### src/rtl/bcd_pkg.sv
// rtl/bcd_pkg.sv - shared types and constants for the digit-serial BCD ALU
//
// Purpose : BCD digit type, ALU state encoding and mode/digit constants.
// Ports   : none (package).
package bcd_pkg;

   typedef logic [3:0] bcd_t;

   typedef enum logic [2:0] {
      LOAD_A,
      LOAD_B,
      CALC,
      FIX,
      DONE
   } state_e;

   localparam logic MODE_ADD = 1'b0;
   localparam logic MODE_SUB = 1'b1;
   localparam bcd_t BCD_MAX  = 4'd9;

endpackage

### src/rtl/bcd_digit_add.sv
// rtl/bcd_digit_add.sv - single-digit decimal adder with carry correction
//
// Purpose : s = (a + b + cin) mod 10, cout = (a + b + cin) > 9.
// Ports   : a, b  - BCD digits in
//           cin   - carry in
//           s     - BCD digit out
//           cout  - decimal carry out
module bcd_digit_add
   import bcd_pkg::*;
(
   input  bcd_t a,
   input  bcd_t b,
   input  logic cin,
   output bcd_t s,
   output logic cout
);

   logic [4:0] sum;

   always_comb begin
      sum  = {1'b0, a} + {1'b0, b} + {4'b0000, cin};
      cout = (sum > 5'd9);
      // Non-BCD inputs (err case) can exceed 19; result is discarded then.
      s    = cout ? bcd_t'(sum - 5'd10) : sum[3:0];
   end

endmodule

### src/rtl/bcd_serial_alu.sv
// rtl/bcd_serial_alu.sv - digit-serial BCD add/subtract unit, sign-magnitude result
//
// Purpose : loads A then B one digit per accepted beat (MSD first), computes
//           A+B or A-B LSD first with one shared digit adder, and presents a
//           sign-magnitude result with carry and error flags.
// Ports   : clk, reset          - clock, synchronous active-high reset
//           sample_valid/ready  - digit handshake
//           sample              - BCD digit in
//           mode                - 0 add, 1 subtract (taken with first A digit)
//           result_valid        - one-cycle pulse when result fields update
//           cdu                 - result magnitude, MSD in top nibble
//           carry, neg, err     - add overflow, negative result, bad digit seen
module bcd_serial_alu
   import bcd_pkg::*;
#(
   parameter int DIGITS = 3
) (
   input  logic                clk,
   input  logic                reset,
   input  logic                sample_valid,
   input  logic [3:0]          sample,
   input  logic                mode,
   output logic                sample_ready,
   output logic                result_valid,
   output logic [4*DIGITS-1:0] cdu,
   output logic                carry,
   output logic                neg,
   output logic                err
);

   localparam int         DW   = 4 * DIGITS;
   localparam logic [3:0] LAST = 4'(DIGITS - 1);

   state_e          state_q;
   logic [3:0]      cnt_q;
   logic [DW-1:0]   a_q, b_q, r_q;
   logic            mode_q, err_int_q, neg_int_q, c_q;
   logic [DW-1:0]   cdu_q;
   logic            carry_q, neg_q, err_q, result_valid_q;

   bcd_t add_a, add_b, add_s;
   logic add_cin, add_cout;
   logic accept, last_digit, bad_digit;

   assign sample_ready = (state_q == LOAD_A) || (state_q == LOAD_B);
   assign accept       = sample_valid && sample_ready;
   assign last_digit   = (cnt_q == LAST);
   assign bad_digit    = (sample > BCD_MAX);

   // One adder shared: CALC consumes operand LSDs, FIX complements the raw result.
   always_comb begin
      add_cin = c_q;
      add_a   = a_q[3:0];
      add_b   = (mode_q == MODE_SUB) ? BCD_MAX - b_q[3:0] : b_q[3:0];
      if (state_q == FIX) begin
         add_a = '0;
         add_b = BCD_MAX - r_q[3:0];
      end
   end

   bcd_digit_add u_digit_add (
      .a    (add_a),
      .b    (add_b),
      .cin  (add_cin),
      .s    (add_s),
      .cout (add_cout)
   );

   always_ff @(posedge clk) begin
      if (reset) begin
         state_q        <= LOAD_A;
         cnt_q          <= '0;
         a_q            <= '0;
         b_q            <= '0;
         r_q            <= '0;
         mode_q         <= MODE_ADD;
         err_int_q      <= 1'b0;
         neg_int_q      <= 1'b0;
         c_q            <= 1'b0;
         cdu_q          <= '0;
         carry_q        <= 1'b0;
         neg_q          <= 1'b0;
         err_q          <= 1'b0;
         result_valid_q <= 1'b0;
      end else begin
         result_valid_q <= 1'b0;
         case (state_q)
            LOAD_A: begin
               if (accept) begin
                  a_q <= (a_q << 4) | DW'(sample);
                  if (cnt_q == '0) begin
                     mode_q    <= mode;
                     err_int_q <= bad_digit;
                     neg_int_q <= 1'b0;
                  end else if (bad_digit) begin
                     err_int_q <= 1'b1;
                  end
                  if (last_digit) begin
                     cnt_q   <= '0;
                     state_q <= LOAD_B;
                  end else begin
                     cnt_q <= cnt_q + 4'd1;
                  end
               end
            end
            LOAD_B: begin
               if (accept) begin
                  b_q <= (b_q << 4) | DW'(sample);
                  if (bad_digit) err_int_q <= 1'b1;
                  if (last_digit) begin
                     cnt_q   <= '0;
                     c_q     <= mode_q;   // subtract adds 1 for the 10's complement of B
                     state_q <= CALC;
                  end else begin
                     cnt_q <= cnt_q + 4'd1;
                  end
               end
            end
            CALC: begin
               a_q <= a_q >> 4;
               b_q <= b_q >> 4;
               r_q <= (r_q >> 4) | (DW'(add_s) << (DW - 4));
               c_q <= add_cout;
               if (last_digit) begin
                  cnt_q <= '0;
                  if (mode_q == MODE_ADD || add_cout) begin
                     state_q <= DONE;
                  end else begin
                     // No final carry on subtract means A<B: raw result is 10's complement.
                     c_q       <= 1'b1;
                     neg_int_q <= 1'b1;
                     state_q   <= FIX;
                  end
               end else begin
                  cnt_q <= cnt_q + 4'd1;
               end
            end
            FIX: begin
               r_q <= (r_q >> 4) | (DW'(add_s) << (DW - 4));
               c_q <= add_cout;
               if (last_digit) begin
                  cnt_q   <= '0;
                  state_q <= DONE;
               end else begin
                  cnt_q <= cnt_q + 4'd1;
               end
            end
            DONE: begin
               result_valid_q <= 1'b1;
               cdu_q          <= err_int_q ? '0 : r_q;
               carry_q        <= !err_int_q && (mode_q == MODE_ADD) && c_q;
               neg_q          <= !err_int_q && neg_int_q;
               err_q          <= err_int_q;
               cnt_q          <= '0;
               state_q        <= LOAD_A;
            end
            default: state_q <= LOAD_A;
         endcase
      end
   end

   assign result_valid = result_valid_q;
   assign cdu          = cdu_q;
   assign carry        = carry_q;
   assign neg          = neg_q;
   assign err          = err_q;

endmodule

### config.mk
export PLATFORM = sky130hd
export DESIGN_NAME = bcd_serial_alu
export DESIGN_NICKNAME = d
export VERILOG_FILES = /design/src/rtl/bcd_pkg.sv /design/src/rtl/bcd_digit_add.sv /design/src/rtl/bcd_serial_alu.sv
export SDC_FILE = /design/constraint.sdc
export NUM_CORES = 1
export LEC_CHECK = 0
export CAP_MARGIN = 20
export CORE_MARGIN = 2
export CORE_UTILIZATION = 42
export CTS_CLUSTER_DIAMETER = 50
export DETAILED_ROUTE_END_ITERATION = 16
export HOLD_SLACK_MARGIN = 0.02
export PLACE_DENSITY = 0.62
export SLEW_MARGIN = 20
export SYNTH_ARGS = -nofsm -noshare
export SYNTH_HDL_FRONTEND = slang
export SYNTH_HIERARCHICAL = 1
export SYNTH_SLANG_ARGS = --single-unit
### constraint.sdc
create_clock -name clk -period 3.4 [get_ports clk]
set_input_delay 1.02 -clock clk [delete_from_list [all_inputs] [get_ports clk]]
set_output_delay 1.02 -clock clk [all_outputs]
set_load 0.02 [all_outputs]
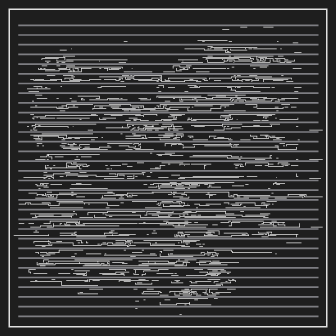
Fig. 1. Met1 routing.
Supply wires on this layer in grey.
- wire length on this layer: 3270 um
- longest straight run: 20.7 um

==> results.toml <==
# generated from flow reports
[final_timing]
hold_ws_ps = 451
period_needed_ps = 3140
rsz_0062_raised_after_global_routing = "no"
fin_worst_skew_ps = 8.11
setup-violations-final = 0
setup_tns_ps = 0
timing.fmax_mhz = 319
layout_worst_path_cycle_share = 0.923
worst-slew-pin-transition_ps = 908
setup_slack_ps = 262
hold_violations_final = 0

[synthesis]
yosys_warnings = 6
async_flop_share = 0
synth_chip_area_mm2 = 0.00301
yosys_most_used_dff = "sky130_fd_sc_hd__dfxtp_1"
synth.cell_area_mm2 = 0.00301
ys_cells = 368
ys_types = 49
synth-edff-count = 0
syn-num-nets = 387

[outcome]
run_status = "completed"

[floorplan]
design.core.area_mm2 = 0.00687
dieWidth_um = 88.6
ioPinCount = 25
fp.dieArea_mm2 = 0.00785

[grt]
vias_in_the_first_global_route = 2355
grt_antenna_before_repair = 0
grt_overflow = 0
grt_start_max_net_pins = 36

[setup_path]
worstSetupPathType = "register to register"
end_kind = "register"
startpoint_type = "register"
setup.reg_to_reg.worst_slack_ps = 260
critical-path-slowest-cell = "sky130_fd_sc_hd__fa_1"
worstPathRequired_ps = 3680
worstPathMaxFanout = 4
worstPathArrival_ps = 3410
cpLargestDelayFamily = "adder cells"

[finish]
most-common-layout-cells = "sky130_fd_sc_hd__nand2_1, sky130_fd_sc_hd__dfxtp_1, sky130_fd_sc_hd__a21oi_1"
fill_cells = 672
layout_top_cell = "sky130_fd_sc_hd__nand2_1"
drive_gt1_frac = 0.105
final_cells = 486
antenna_diode_count = 0

[power_and_ir_drop]
power_frac_seq = 0.497
total_switching_power_uw = 392
power_frac_clock = 0.420
total_power_mw = 1.54
irDropWorstVdd_mv = 0.230

[clocking]
htree_levels = 3
number_of_buffers_created_by_cts = 9
clock_buffer_depth = 2
worstSkewPairLatency_ps = 340
cts_tree = "built"

[routing]
route.antenna.remaining_nets = 0
drc_errors = 0
met3_wirelength_um = 287
routed-via-count = 2614
wire_per_inst_um = 13.7
met1_length_um = 3270
route.top_layer_used = "met4"

[placement]
numPortBuffers = 24
place.gp.congestion = 0.855
placed_cells = 470

[hold_path]
worstHoldEndpoint = "cdu[4]$_SDFFE_PP0N_"
worst_hold_startpoint = "cdu[4]$_SDFFE_PP0N_"
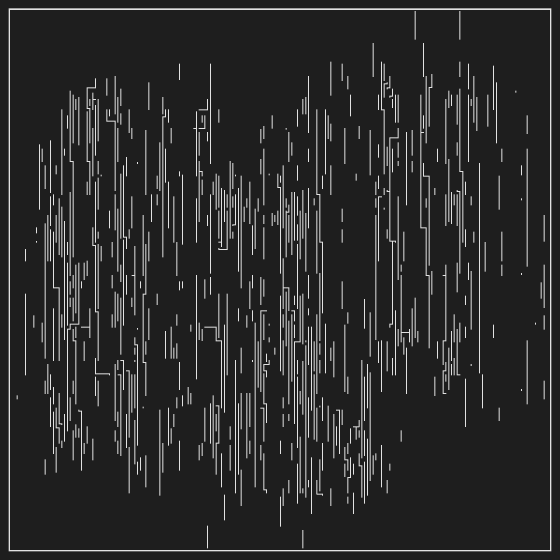
Fig. 2. The metal 2 layer.
- longest straight run: 34.3 um
- main direction: vertical

sequential cells by signal, indices dropped and copies added, names as in the netlist:
name / flops
a_q: 12
b_q: 12
cdu: 12
r_q: 12
cnt_q: 4
state_q: 3
add_cin: 1
carry: 1
err: 1
err_int_q: 1
mode_q: 1
neg: 1
neg_int_q: 1
result_valid: 1
cell usage after synthesis (5+ instances only):
library cell | n | area [um^2]
sky130_fd_sc_hd__nor3_1 | 6 | 30.0
sky130_fd_sc_hd__a21oi_1 | 46 | 230
sky130_fd_sc_hd__nand3b_1 | 14 | 105
sky130_fd_sc_hd__a311oi_1 | 13 | 114
sky130_fd_sc_hd__nand2_1 | 75 | 282
sky130_fd_sc_hd__ha_1 | 9 | 113
sky130_fd_sc_hd__dfxtp_1 | 63 | 1260
sky130_fd_sc_hd__buf_2 | 7 | 35.0
sky130_fd_sc_hd__nor2_1 | 20 | 75.1
sky130_fd_sc_hd__clkbuf_1 | 22 | 82.6
sky130_fd_sc_hd__mux2i_1 | 5 | 50.1
sky130_fd_sc_hd__inv_1 | 10 | 37.5
sky130_fd_sc_hd__o21ai_0 | 6 | 30.0
sky130_fd_sc_hd__nand3_1 | 13 | 65.1
worst max-delay path by stage:
stage                            startpoint                 endpoint  cells after the start
floorplan           state_q[1]$_SDFFE_PP0P_  state_q[0]$_SDFFE_PP0P_                     15
global placement        mode_q$_SDFFE_PP0P_     r_q[10]$_SDFFE_PP0P_                     13
detailed placement      mode_q$_SDFFE_PP0P_     r_q[10]$_SDFFE_PP0P_                     13
CTS                     mode_q$_SDFFE_PP0P_     r_q[10]$_SDFFE_PP0P_                     13
global route        state_q[2]$_SDFFE_PP0P_  state_q[1]$_SDFFE_PP0P_                     11
finish              state_q[2]$_SDFFE_PP0P_     r_q[10]$_SDFFE_PP0P_                     12
metrics by stage:
stage               utilization  area [um^2]
finish                    0.517         3550
global route              0.517         3550
CTS                       0.516         3550
detailed placement        0.487         3350
global placement          0.487         3350
floorplan                     -         3010
routing by layer:
layer / up-vias / global-route usage
met2: 58 / 0.284
met5: - / 0
met1: 1227 / 0.243
met4: 0 / 0.0813
li1: 1320 / -
met3: 9 / 0.0373
worst min-delay path, stage by stage (launching register included):
cell,delay (ps)
sky130_fd_sc_hd__dfxtp_1,310
sky130_fd_sc_hd__nand2_1,50
sky130_fd_sc_hd__a21oi_1,50
final cells by class:
class                      instances  area (um^2)  area share
timing repair buffer              37          345      0.0971
inverter                          10         37.5      0.0106
tap                               96          120      0.0338
sequential                        63         1260       0.355
clock buffer                       9          124      0.0348
multi-input combinational        264         1590       0.448
clock inverter                     7         73.8      0.0208
timing repair:
action | 4_1_cts | 5_1_grt
endpoints found under the hold margin | 0 | 0
hold buffers | 0 | 0
gates resized | 0 | 2
setup endpoints to repair | 0 | 1
cells by family after synthesis:
family	count (synthesis)	share of synthesized area
and+or+nand+nor	159	0.263
AOI/OAI and AO/OA	84	0.179
DFF	63	0.419
buffers and inverters	41	0.0558
adders and majority gates	11	0.0508
xor gates and xnor gates	5	0.0146
muxes	5	0.0166
